--- config.mk ---
export PLATFORM = sky130hd
export DESIGN_NAME = wb_bus_arbiter
export DESIGN_NICKNAME = d
export VERILOG_FILES = /design/src/rtl/wb_bus_arbiter.sv
export SDC_FILE = /design/constraint.sdc
export NUM_CORES = 1
export LEC_CHECK = 0
export CORE_ASPECT_RATIO = 1.75
export CORE_MARGIN = 2
export CORE_UTILIZATION = 28
export DETAILED_ROUTE_END_ITERATION = 8
export GPL_ROUTABILITY_DRIVEN = 0
export PLACE_DENSITY = 0.79
export SYNTH_ARGS = -nofsm -noshare
export SYNTH_HDL_FRONTEND = slang
export SYNTH_SLANG_ARGS = --single-unit
export TNS_END_PERCENT = 5
--- constraint.sdc ---
create_clock -name wb_clk_i -period 1.55 [get_ports wb_clk_i]
set_input_delay 0.2325 -clock wb_clk_i [delete_from_list [all_inputs] [get_ports wb_clk_i]]
set_output_delay 0.2325 -clock wb_clk_i [all_outputs]
set_load 0.05 [all_outputs]
--- src/rtl/wb_bus_arbiter.sv ---
// Round-robin arbiter sharing one 16-bit Wishbone slave among NUM_MASTERS
// masters, aborting any access that sees no ack within TIMEOUT cycles.
module wb_bus_arbiter #(
    parameter int NUM_MASTERS = 2,
    parameter int TIMEOUT     = 1000,
    parameter int TO_WIDTH    = 10
) (
    input  logic                      wb_clk_i,
    input  logic                      wb_rst_i,
    input  logic [NUM_MASTERS-1:0]    wbm_cyc_i,
    input  logic [NUM_MASTERS-1:0]    wbm_stb_i,
    input  logic [NUM_MASTERS-1:0]    wbm_we_i,
    input  logic [16*NUM_MASTERS-1:0] wbm_adr_i,
    input  logic [16*NUM_MASTERS-1:0] wbm_dat_i,
    output logic [15:0]               wbm_dat_o,
    output logic [NUM_MASTERS-1:0]    wbm_ack_o,
    output logic [NUM_MASTERS-1:0]    wbm_err_o,
    output logic                      wbs_cyc_o,
    output logic                      wbs_stb_o,
    output logic                      wbs_we_o,
    output logic [15:0]               wbs_adr_o,
    output logic [15:0]               wbs_dat_o,
    input  logic [15:0]               wbs_dat_i,
    input  logic                      wbs_ack_i,
    output logic                      timeout_o,
    output logic [2:0]                timeout_master_o
);

    localparam int IW = (NUM_MASTERS > 1) ? $clog2(NUM_MASTERS) : 1;

    typedef enum logic [1:0] {
        S_IDLE,
        S_GRANT,
        S_ABORT,
        S_RELEASE
    } state_t;

    state_t              r_state;
    logic [IW-1:0]       r_grant;
    logic [IW-1:0]       r_last;
    logic [TO_WIDTH-1:0] r_cnt;
    logic [2:0]          r_to_master;

    logic [IW-1:0]       w_win;
    logic [IW-1:0]       w_idx;
    logic                w_found;
    logic                w_cyc;
    logic                w_stb;
    logic                w_wait;
    logic                w_to;

    assign w_cyc  = wbm_cyc_i[r_grant];
    assign w_stb  = wbm_stb_i[r_grant];
    assign w_wait = (r_state == S_GRANT) && w_stb && !wbs_ack_i;
    // Raw stb is used so an abort still fires if cyc drops on the final cycle
    assign w_to   = w_wait && (r_cnt == TO_WIDTH'(TIMEOUT - 1));

    always_comb begin
        w_found = 1'b0;
        w_win   = r_last;
        w_idx   = '0;
        for (int k = 1; k <= NUM_MASTERS; k++) begin
            w_idx = IW'((int'(r_last) + k) % NUM_MASTERS);
            if (!w_found && wbm_cyc_i[w_idx]) begin
                w_found = 1'b1;
                w_win   = w_idx;
            end
        end
    end

    always_comb begin
        wbs_cyc_o = (r_state == S_GRANT) && w_cyc;
        wbs_stb_o = wbs_cyc_o && w_stb;
        wbs_we_o  = wbs_cyc_o && wbm_we_i[r_grant];
        wbs_adr_o = '0;
        wbs_dat_o = '0;
        if (wbs_cyc_o) begin
            wbs_adr_o = wbm_adr_i[int'(r_grant)*16 +: 16];
            wbs_dat_o = wbm_dat_i[int'(r_grant)*16 +: 16];
        end
        wbm_ack_o = '0;
        wbm_err_o = '0;
        if (r_state == S_GRANT) begin
            wbm_ack_o[r_grant] = wbs_ack_i;
        end
        if (r_state == S_ABORT) begin
            wbm_err_o[r_grant] = 1'b1;
        end
        wbm_dat_o        = wbs_dat_i;
        timeout_o        = (r_state == S_ABORT);
        timeout_master_o = r_to_master;
    end

    always_ff @(posedge wb_clk_i or posedge wb_rst_i) begin
        if (wb_rst_i) begin
            r_state     <= S_IDLE;
            r_grant     <= '0;
            r_last      <= IW'(NUM_MASTERS - 1);
            r_cnt       <= '0;
            r_to_master <= '0;
        end else begin
            unique case (r_state)
                S_IDLE: begin
                    r_cnt <= '0;
                    if (w_found) begin
                        r_grant <= w_win;
                        r_last  <= w_win;
                        r_state <= S_GRANT;
                    end
                end
                S_GRANT: begin
                    if (w_to) begin
                        r_state     <= S_ABORT;
                        r_to_master <= 3'(r_grant);
                        r_cnt       <= '0;
                    end else if (!w_cyc) begin
                        r_state <= S_IDLE;
                        r_cnt   <= '0;
                    end else if (w_wait) begin
                        r_cnt <= r_cnt + TO_WIDTH'(1);
                    end else begin
                        r_cnt <= '0;
                    end
                end
                S_ABORT: begin
                    r_state <= S_RELEASE;
                end
                S_RELEASE: begin
                    if (!w_cyc) begin
                        r_state <= S_IDLE;
                    end
                end
                default: begin
                    r_state <= S_IDLE;
                end
            endcase
        end
    end

endmodule
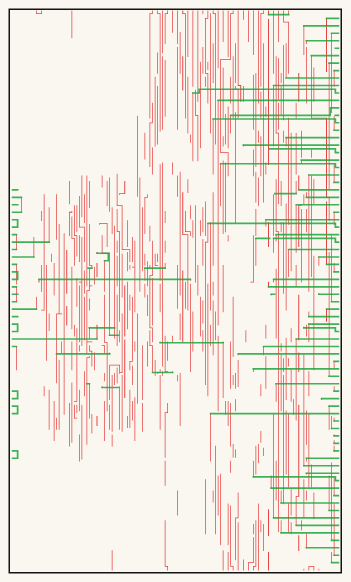
*Wiring by layer*
Two of the layers only.
colour	layer	wire length
red	M2	3310 µm
green	M3	706 µm

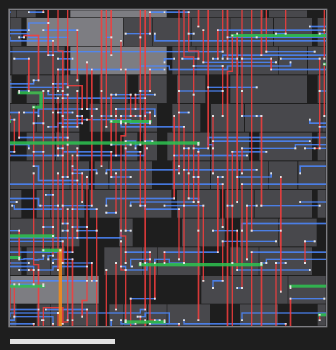
*Close-up of the layout*
Bar = 10 µm. Window x 15 to 45, y 36 to 66 µm. Cells in grey, sequential cells in the stronger grey; small squares are vias.
colour	layer
blue	M1
orange	M4
red	M2
green	M3
most frequent	buf_4 (14), clkdlybuf4s50_1 (9), nand2_1 (6)
cells with their middle in the window	75
netlist names of flops here include	r_cnt (2), r_state (1)
sequential cells in the window	3

==> impl_metrics.tcl <==
# collected from the flow reports
set metrics [dict create \
    net-switching-power_mw 1.925 \
    comb-cell-share_pct 37.09 \
    hold_ws_ps 289.5 \
    initial_utilization_pct 29.30 \
    avgSynthCellArea_um2 8.348 \
    buffers_excl_clock 143 \
    seqPwrFrac_pct 11.9 \
    finalWorstPathRequiredPeriod_ps 1836 \
    post_synth_main_area_contributors "sky130_fd_sc_hd__dfrtp_1, sky130_fd_sc_hd__mux2i_1, sky130_fd_sc_hd__nor2_1" \
    tritoncts "built" \
    count_of_h_tree_levels_built_during_cts 1 \
    timing.rr.end "r_cnt[6]" \
    peak_freq_mhz 544.7 \
    placement.io_buffers 113 \
    post_synth_inst_count 186 \
    timing.critical_path.fanout_max 16 \
    holdBufCountCts 0 \
    worst_r2r_path_depth 7 \
    largest-register "r_cnt" \
    final.clkbuf_count 4 \
    end_kind "output port" \
    route.detailed.drc 0 \
    mappedNetlistArea_mm2 0.001553 \
    worst_setup_path_startpoint "r_grant" \
    dpl_cell_area_mm2 0.003018 \
    layout-drive-gt1-share_pct 43.09 \
    postLayoutCoreUtil_pct 63.66 \
    n_sequential_cell 15 \
    count_of_maximum_capacitance_violations 0 \
    violations "setup timing" \
    run_status "finished, violations left" \
    first_iter_violations 51 \
    setup_viol 46 \
    ys_types 36 \
    layout.cells.non_filler 378 \
    crit_path_top_delay_cell "sky130_fd_sc_hd__dfrtp_2" \
    path_depth 5 \
    maxSlewViolCount 0 \
    placeableCoreArea_mm2 0.005299 \
    cts_max_path_buffers 2 \
    comb-power_mw 3.14 \
    seq_cell_power_uw 468 \
    cts_repair_resize_count 47 \
    fin_nets 395 \
    via_count 1849 \
    seq_share_pct 11.20 \
    crit_path_required_time_ps 1320 \
    grt_max_degree 25 \
    minimum_setup_slack_in_the_final_design_ps -285.8 \
    antenna_cells 0 \
    post_synth_most_frequent_cells "sky130_fd_sc_hd__nor2_1, sky130_fd_sc_hd__mux2i_1, sky130_fd_sc_hd__buf_4, sky130_fd_sc_hd__dfrtp_1, sky130_fd_sc_hd__nand2_1" \
    final_common_cell "sky130_fd_sc_hd__clkdlybuf4s50_1" \
    number_of_antenna_violations_at_the_first_check_in_global_routing 0 \
    worstSetupStartpointType "register" \
    final_design_area_no_fill_mm2 0.003373 \
    clk_latency_worst_skew_pair_ps 250 \
    intPower_mw 1.995 \
    design_power_total_mw 3.921 \
]
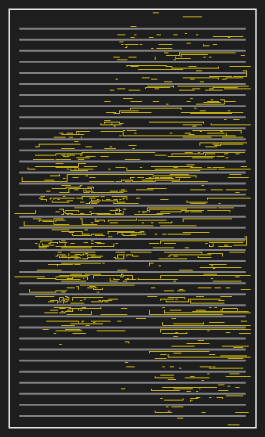
*M1 wires*
Supply wires on this layer in grey.
main direction	horizontal
longest straight run	31.7 µm
wire length on this layer	2100 µm
share of all routed wire	34%
nets with wire on the layer	314

[layer usage]
| layer | vias to the layer above | routed length, µm | track usage, % |
|---|---|---|---|
| met3 | 14 | 705 | 4.266 |
| met2 | 107 | 3313 | 37.37 |
| met1 | 866 | 2102 | 19.83 |
| met4 | 0 | 84 | 4.274 |
| met5 | - | 0 | 0 |
| li1 | 862 | - | - |
[logic make-up (layout without fill, tap and decap cells)]
logic type | after synthesis | count (layout) | synth area share, %
buf+inv | 37 | 154 | 16.04
mux | 37 | 37 | 24.42
compound gates | 20 | 20 | 9.186
simple gates | 73 | 73 | 23.93
fa+ha+maj | 1 | 1 | 0.8057
xor+xnor | 2 | 2 | 1.128
flops | 15 | 15 | 24.26
other cells | 1 | 2 | 0.2415
